==> images/m1.png <==
Bar = 20 um. Cells faint in the background.
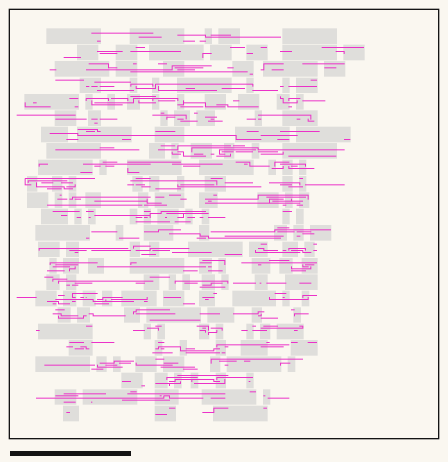
==> images/m2.png <==
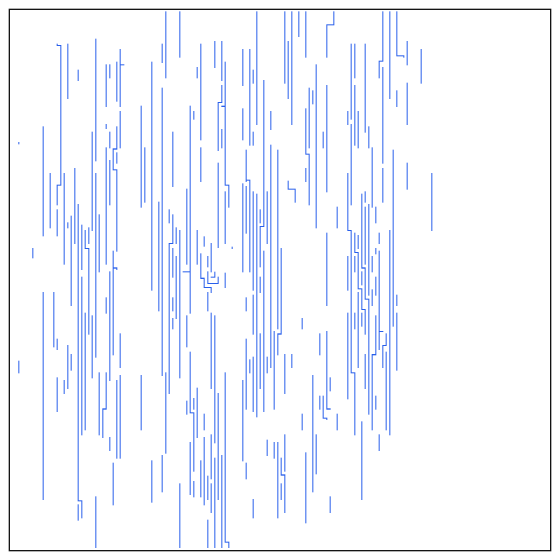
### src/rtl/arith_pkg.sv
// Shared arithmetic-lab definitions: divider FSM states, default width and counter sizing.
package arith_pkg;

    typedef enum logic [1:0] {
        IDLE = 2'd0,
        RUN  = 2'd1,
        DONE = 2'd2
    } div_state_t;

    localparam int unsigned DEFAULT_WIDTH = 4;

    // Counter must hold WIDTH itself, hence width+1 values.
    function automatic int unsigned cnt_width(input int unsigned width);
        return $clog2(width + 1);
    endfunction

endpackage

### src/rtl/div_step.sv
// One restoring-division iteration: shift {A,Q} left, trial-subtract D, restore on borrow.
module div_step #(
    parameter int unsigned WIDTH = 4
) (
    input  logic [WIDTH:0]   a_i,
    input  logic [WIDTH-1:0] q_i,
    input  logic [WIDTH-1:0] d_i,
    output logic [WIDTH:0]   a_o,
    output logic [WIDTH-1:0] q_o
);

    logic [WIDTH:0]   a_sh;
    logic [WIDTH-1:0] q_sh;
    logic [WIDTH:0]   trial;

    always_comb begin
        a_sh  = {a_i[WIDTH-1:0], q_i[WIDTH-1]};
        q_sh  = {q_i[WIDTH-2:0], 1'b0};
        trial = a_sh - {1'b0, d_i};
        // Top bit of the trial difference is the borrow: set means A < D.
        if (!trial[WIDTH]) begin
            a_o = trial;
            q_o = q_sh | {{(WIDTH-1){1'b0}}, 1'b1};
        end else begin
            a_o = a_sh;
            q_o = q_sh;
        end
    end

endmodule

### src/rtl/shift_sub_divider.sv
// Unsigned sequential restoring divider, one quotient bit per clock, with divide-by-zero flag.
module shift_sub_divider
    import arith_pkg::*;
#(
    parameter int unsigned WIDTH = DEFAULT_WIDTH
) (
    input  logic             clk,
    input  logic             clr_n,
    input  logic             start,
    input  logic [WIDTH-1:0] dividend,
    input  logic [WIDTH-1:0] divisor,
    output logic             busy,
    output logic             done,
    output logic [WIDTH-1:0] quotient,
    output logic [WIDTH-1:0] remainder,
    output logic             div_by_zero
);

    localparam int unsigned CntW = cnt_width(WIDTH);

    div_state_t       state_q, state_d;
    logic [CntW-1:0]  cnt_q, cnt_d;
    logic [WIDTH:0]   a_q, a_d;
    logic [WIDTH-1:0] q_q, q_d;
    logic [WIDTH-1:0] d_q, d_d;
    logic [WIDTH-1:0] quot_q, quot_d;
    logic [WIDTH-1:0] rem_q, rem_d;
    logic             done_q, done_d;
    logic             dbz_q, dbz_d;

    logic [WIDTH:0]   step_a;
    logic [WIDTH-1:0] step_q;
    logic             accept;

    div_step #(
        .WIDTH (WIDTH)
    ) u_div_step (
        .a_i (a_q),
        .q_i (q_q),
        .d_i (d_q),
        .a_o (step_a),
        .q_o (step_q)
    );

    assign accept = start && (state_q != RUN);

    always_comb begin
        state_d = state_q;
        cnt_d   = cnt_q;
        a_d     = a_q;
        q_d     = q_q;
        d_d     = d_q;
        quot_d  = quot_q;
        rem_d   = rem_q;
        done_d  = 1'b0;
        dbz_d   = dbz_q;
        unique case (state_q)
            IDLE, DONE: begin
                state_d = IDLE;
                if (accept) begin
                    a_d   = '0;
                    q_d   = dividend;
                    d_d   = divisor;
                    cnt_d = CntW'(WIDTH);
                    dbz_d = 1'b0;
                    if (divisor == '0) begin
                        // No iterations: publish the flagged result straight away.
                        state_d = DONE;
                        cnt_d   = '0;
                        done_d  = 1'b1;
                        dbz_d   = 1'b1;
                        quot_d  = '1;
                        rem_d   = dividend;
                    end else begin
                        state_d = RUN;
                    end
                end
            end
            RUN: begin
                a_d   = step_a;
                q_d   = step_q;
                cnt_d = cnt_q - CntW'(1);
                if (cnt_q == CntW'(1)) begin
                    state_d = DONE;
                    done_d  = 1'b1;
                    quot_d  = step_q;
                    rem_d   = step_a[WIDTH-1:0];
                end
            end
            default: state_d = IDLE;
        endcase
    end

    always_ff @(posedge clk or negedge clr_n) begin
        if (!clr_n) begin
            state_q <= IDLE;
            cnt_q   <= '0;
            a_q     <= '0;
            q_q     <= '0;
            d_q     <= '0;
            quot_q  <= '0;
            rem_q   <= '0;
            done_q  <= 1'b0;
            dbz_q   <= 1'b0;
        end else begin
            state_q <= state_d;
            cnt_q   <= cnt_d;
            a_q     <= a_d;
            q_q     <= q_d;
            d_q     <= d_d;
            quot_q  <= quot_d;
            rem_q   <= rem_d;
            done_q  <= done_d;
            dbz_q   <= dbz_d;
        end
    end

    assign busy        = (state_q == RUN);
    assign done        = done_q;
    assign quotient    = quot_q;
    assign remainder   = rem_q;
    assign div_by_zero = dbz_q;

endmodule
### config.mk
export PLATFORM = sky130hd
export DESIGN_NAME = shift_sub_divider
export DESIGN_NICKNAME = d
export VERILOG_FILES = /design/src/rtl/arith_pkg.sv /design/src/rtl/div_step.sv /design/src/rtl/shift_sub_divider.sv
export SDC_FILE = /design/constraint.sdc
export NUM_CORES = 1
export LEC_CHECK = 0
export CELL_PAD_IN_SITES_DETAIL_PLACEMENT = 1
export CELL_PAD_IN_SITES_GLOBAL_PLACEMENT = 2
export CORE_MARGIN = 2
export CORE_UTILIZATION = 32
export CTS_CLUSTER_DIAMETER = 150
export CTS_CLUSTER_SIZE = 30
export DETAILED_ROUTE_END_ITERATION = 10
export PLACE_DENSITY = 0.89
export SYNTH_ARGS = -nofsm -noshare
export SYNTH_HDL_FRONTEND = slang
export SYNTH_SLANG_ARGS = --single-unit
### constraint.sdc
create_clock -name clk -period 2.6 [get_ports clk]
set_input_delay 0.26 -clock clk [delete_from_list [all_inputs] [get_ports clk]]
set_output_delay 0.26 -clock clk [all_outputs]
set_load 0.02 [all_outputs]
==> flow_summary.json <==
{
  "die-height_um": 70.97,
  "status": "finished clean",
  "fp_nets": 171,
  "diodes": 0,
  "maxUsedRoutingLayer": "met4",
  "syn-instance-count": 153,
  "maxSlewViolCount": 0,
  "syn_area_per_cell_sq_um": 9.380,
  "io_buffers": 21,
  "switching_power_mw": 1.092,
  "via_per_inst": 5.035,
  "crit_type": "flip-flop to flip-flop",
  "warnings": 27,
  "setup-tns-final_ns": 0,
  "grt_setup_unrepaired": "false",
  "combGateArea_sq_um": 688.2,
  "ys_seq_share_pct": 47.08,
  "slew_headroom_pct": 68.77,
  "wl_met1_um": 1485,
  "vias": 1148,
  "worstReg2RegEnd": "a_q[3]",
  "flops": 27,
  "syn-cell-area_sq_um": 1435,
  "drc": 0,
  "grt_pass1_wl_um": 6237,
  "area_growth_pct": 22.58,
  "post_cts_buffers": 0,
  "nNonClkInverters": 9,
  "clkLatencyLatePin_ns": 0.27,
  "ys_sh_adder_pct": 6.626,
  "total_power_mw": 2.427,
  "yosysTopAreaCellShare_pct": 47.08,
  "powerDensity_nw_per_um2": 1379,
  "p_clk_share_pct": 10.0,
  "cts_hold_buf": 0,
  "utilization_pct": 40.68,
  "met3_length_um": 48,
  "async_flop_share_pct": 100.0,
  "synthTopCellsByArea": "dfrtp_1 47%, nand2_1 7.1%, ha_1 5.2%, nor2_1 4.2%, o21ai_0 3.8%",
  "ys.flop_type": "dfrtp_1",
  "largest_class": "logic gates",
  "antenna_found_initial": 0,
  "drive_gt1_share_pct": 9.659,
  "root_buffer": "clkbuf_8",
  "aoi_share_pct": 16.39,
  "hold_viol_final": 0,
  "ys_types": 34,
  "synth-edff-count": 0,
  "grt_pass1_vias": 1297,
  "synthTopLogicFamily": "simple AND/OR/NAND/NOR gates",
  "yosysTopAreaCell": "dfrtp_1",
  "clock_sinks": 27,
  "reg2reg_depth": 8,
  "clock_skew_ns": 0.003067,
  "cts_tree": "yes",
  "finalSetupViolCount": 0,
  "tap_cells": 52,
  "post_cts_resized": 0,
  "dr_wl_met2_um": 1907,
  "power_frac_comb_pct": 58.2,
  "holdWs_ns": 0.3569,
  "yosys_cells": 153,
  "place.gp.congestion": 0.7339,
  "gr-total-overflow": 0,
  "tightest_slew_ns": 0.4642,
  "hold_path_class": "primary input to asynchronous set/reset pin",
  "grtUsageMet1_pct": 18.99,
  "numSynthFlops": 27,
  "cp_max_fo": 10,
  "timing.fmax_mhz": 436.3,
  "r2r_start": "q_q[3]",
  "clock_tree.buffer_depth": 2,
  "die_w_um": 70.97,
  "regArea_sq_um": 675.6,
  "final_nets": 195,
  "p_int_mw": 1.335,
  "post-dp-hpwl_um": 2738,
  "lay_top_cells": "27 x nand2_1, 27 x dfrtp_1, 21 x clkdlybuf4s50_1",
  "ys_sh_mux_pct": 1.395,
  "drtIter0Drc": 38,
  "ant_nets": 0,
  "rows": 24,
  "htree_levels": 1,
  "period_minus_slack_ns": 2.292,
  "fin_crit_sh_pct": 88.15,
  "use_met2_pct": 28.66,
  "top_usage_layer": "met2",
  "worst_setup_path_start_kind": "flip-flop",
  "cts_buffers": 3,
  "p_leak_nw": 0.7619,
  "grt_max_degree": 28,
  "buffers": 26,
  "comb_share_pct": 39.12,
  "use_met3_pct": 1.852,
  "yosys_area_sq_um": 1435,
  "pwr-share-seq_pct": 31.8,
  "buf_share_pct": 14.08,
  "xor_area_share_pct": 1.831,
  "r2r_slack_ns": 0.31,
  "logic_gate_count": 110,
  "routed_wl_um": 3490,
  "ios": 22,
  "ir_worst_vdd_v": 0.0005452,
  "worstSetupEndpointType": "flip-flop",
  "chip_area_sq_um": 5037,
  "fillers": 523
}
Back to the opening pictures, m1.png:
share of all routed wire: 43%
longest straight run: 26.2 um
main direction: horizontal
wire length on this layer: 1490 um

Back to the opening pictures, m2.png:
nets with wire on the layer: 166
share of all routed wire: 55%
wire length on this layer: 1910 um
main direction: vertical
longest straight run: 38.9 um

-- worst max-delay path by stage --
stage	end	startpoint	slack, ns	depth (start not counted)
6_report	a_q[3]	q_q[3]	0.31	8
5_1_grt	a_q[3]	q_q[3]	0.11	8
2_1_floorplan	a_q[3]	q_q[3]	0.55	8
3_3_place_gp	a_q[3]	q_q[3]	0.47	8
3_5_place_dp	a_q[3]	q_q[3]	0.32	8
4_1_cts	a_q[3]	q_q[3]	0.28	8
-- flip-flops by register name, summed over array words and instances (netlist names) --
register     cells
a_q              4
state_q          2
quotient         4
done             1
q_q              4
cnt_q            3
remainder        4
d_q              4
div_by_zero      1
-- power by group through the flow --
stage | combinational (mW) | clock [mW] | sequential (mW)
final | 1.41 | 0.243 | 0.771
after global routing | 1.61 | 0.273 | 0.800
after CTS | 1.44 | 0.253 | 0.773
after detailed placement | 1.44 | 0 | 0.783
after global placement | 1.37 | 0 | 0.765
after floorplan | 0.931 | 0 | 0.804
-- stage by stage --
step / area, sq um / setup slack (ns) / cells
2_1_floorplan: 1435 / 0.5453 / 153
3_3_place_gp: 1710 / 0.4653 / 224
3_5_place_dp: 1710 / 0.3171 / 224
4_1_cts: 1759 / 0.2804 / 228
5_1_grt: 1759 / 0.1093 / 228
6_report: 1759 / 0.3081 / 228
-- synthesized netlist by cell type, drive strengths merged (4+ instances only) --
library cell   n
nor2b          4
a21oi          4
o21ai         12
buf            4
nand3          7
inv            9
nor2          16
o22a           4
ha             6
nand2         27
dfrtp         27
-- critical path: stages, from the launching register on --
cell,delay (ns)
dfrtp_1,0.36
inv_1,0.07
ha_1,0.22
fa_1,0.39
nand2b_1,0.17
o2bb2ai_2,0.21
xnor2_1,0.41
mux2i_1,0.25
o21ai_0,0.09
Power figures rest on the tool's default switching activity, not on a simulated workload.
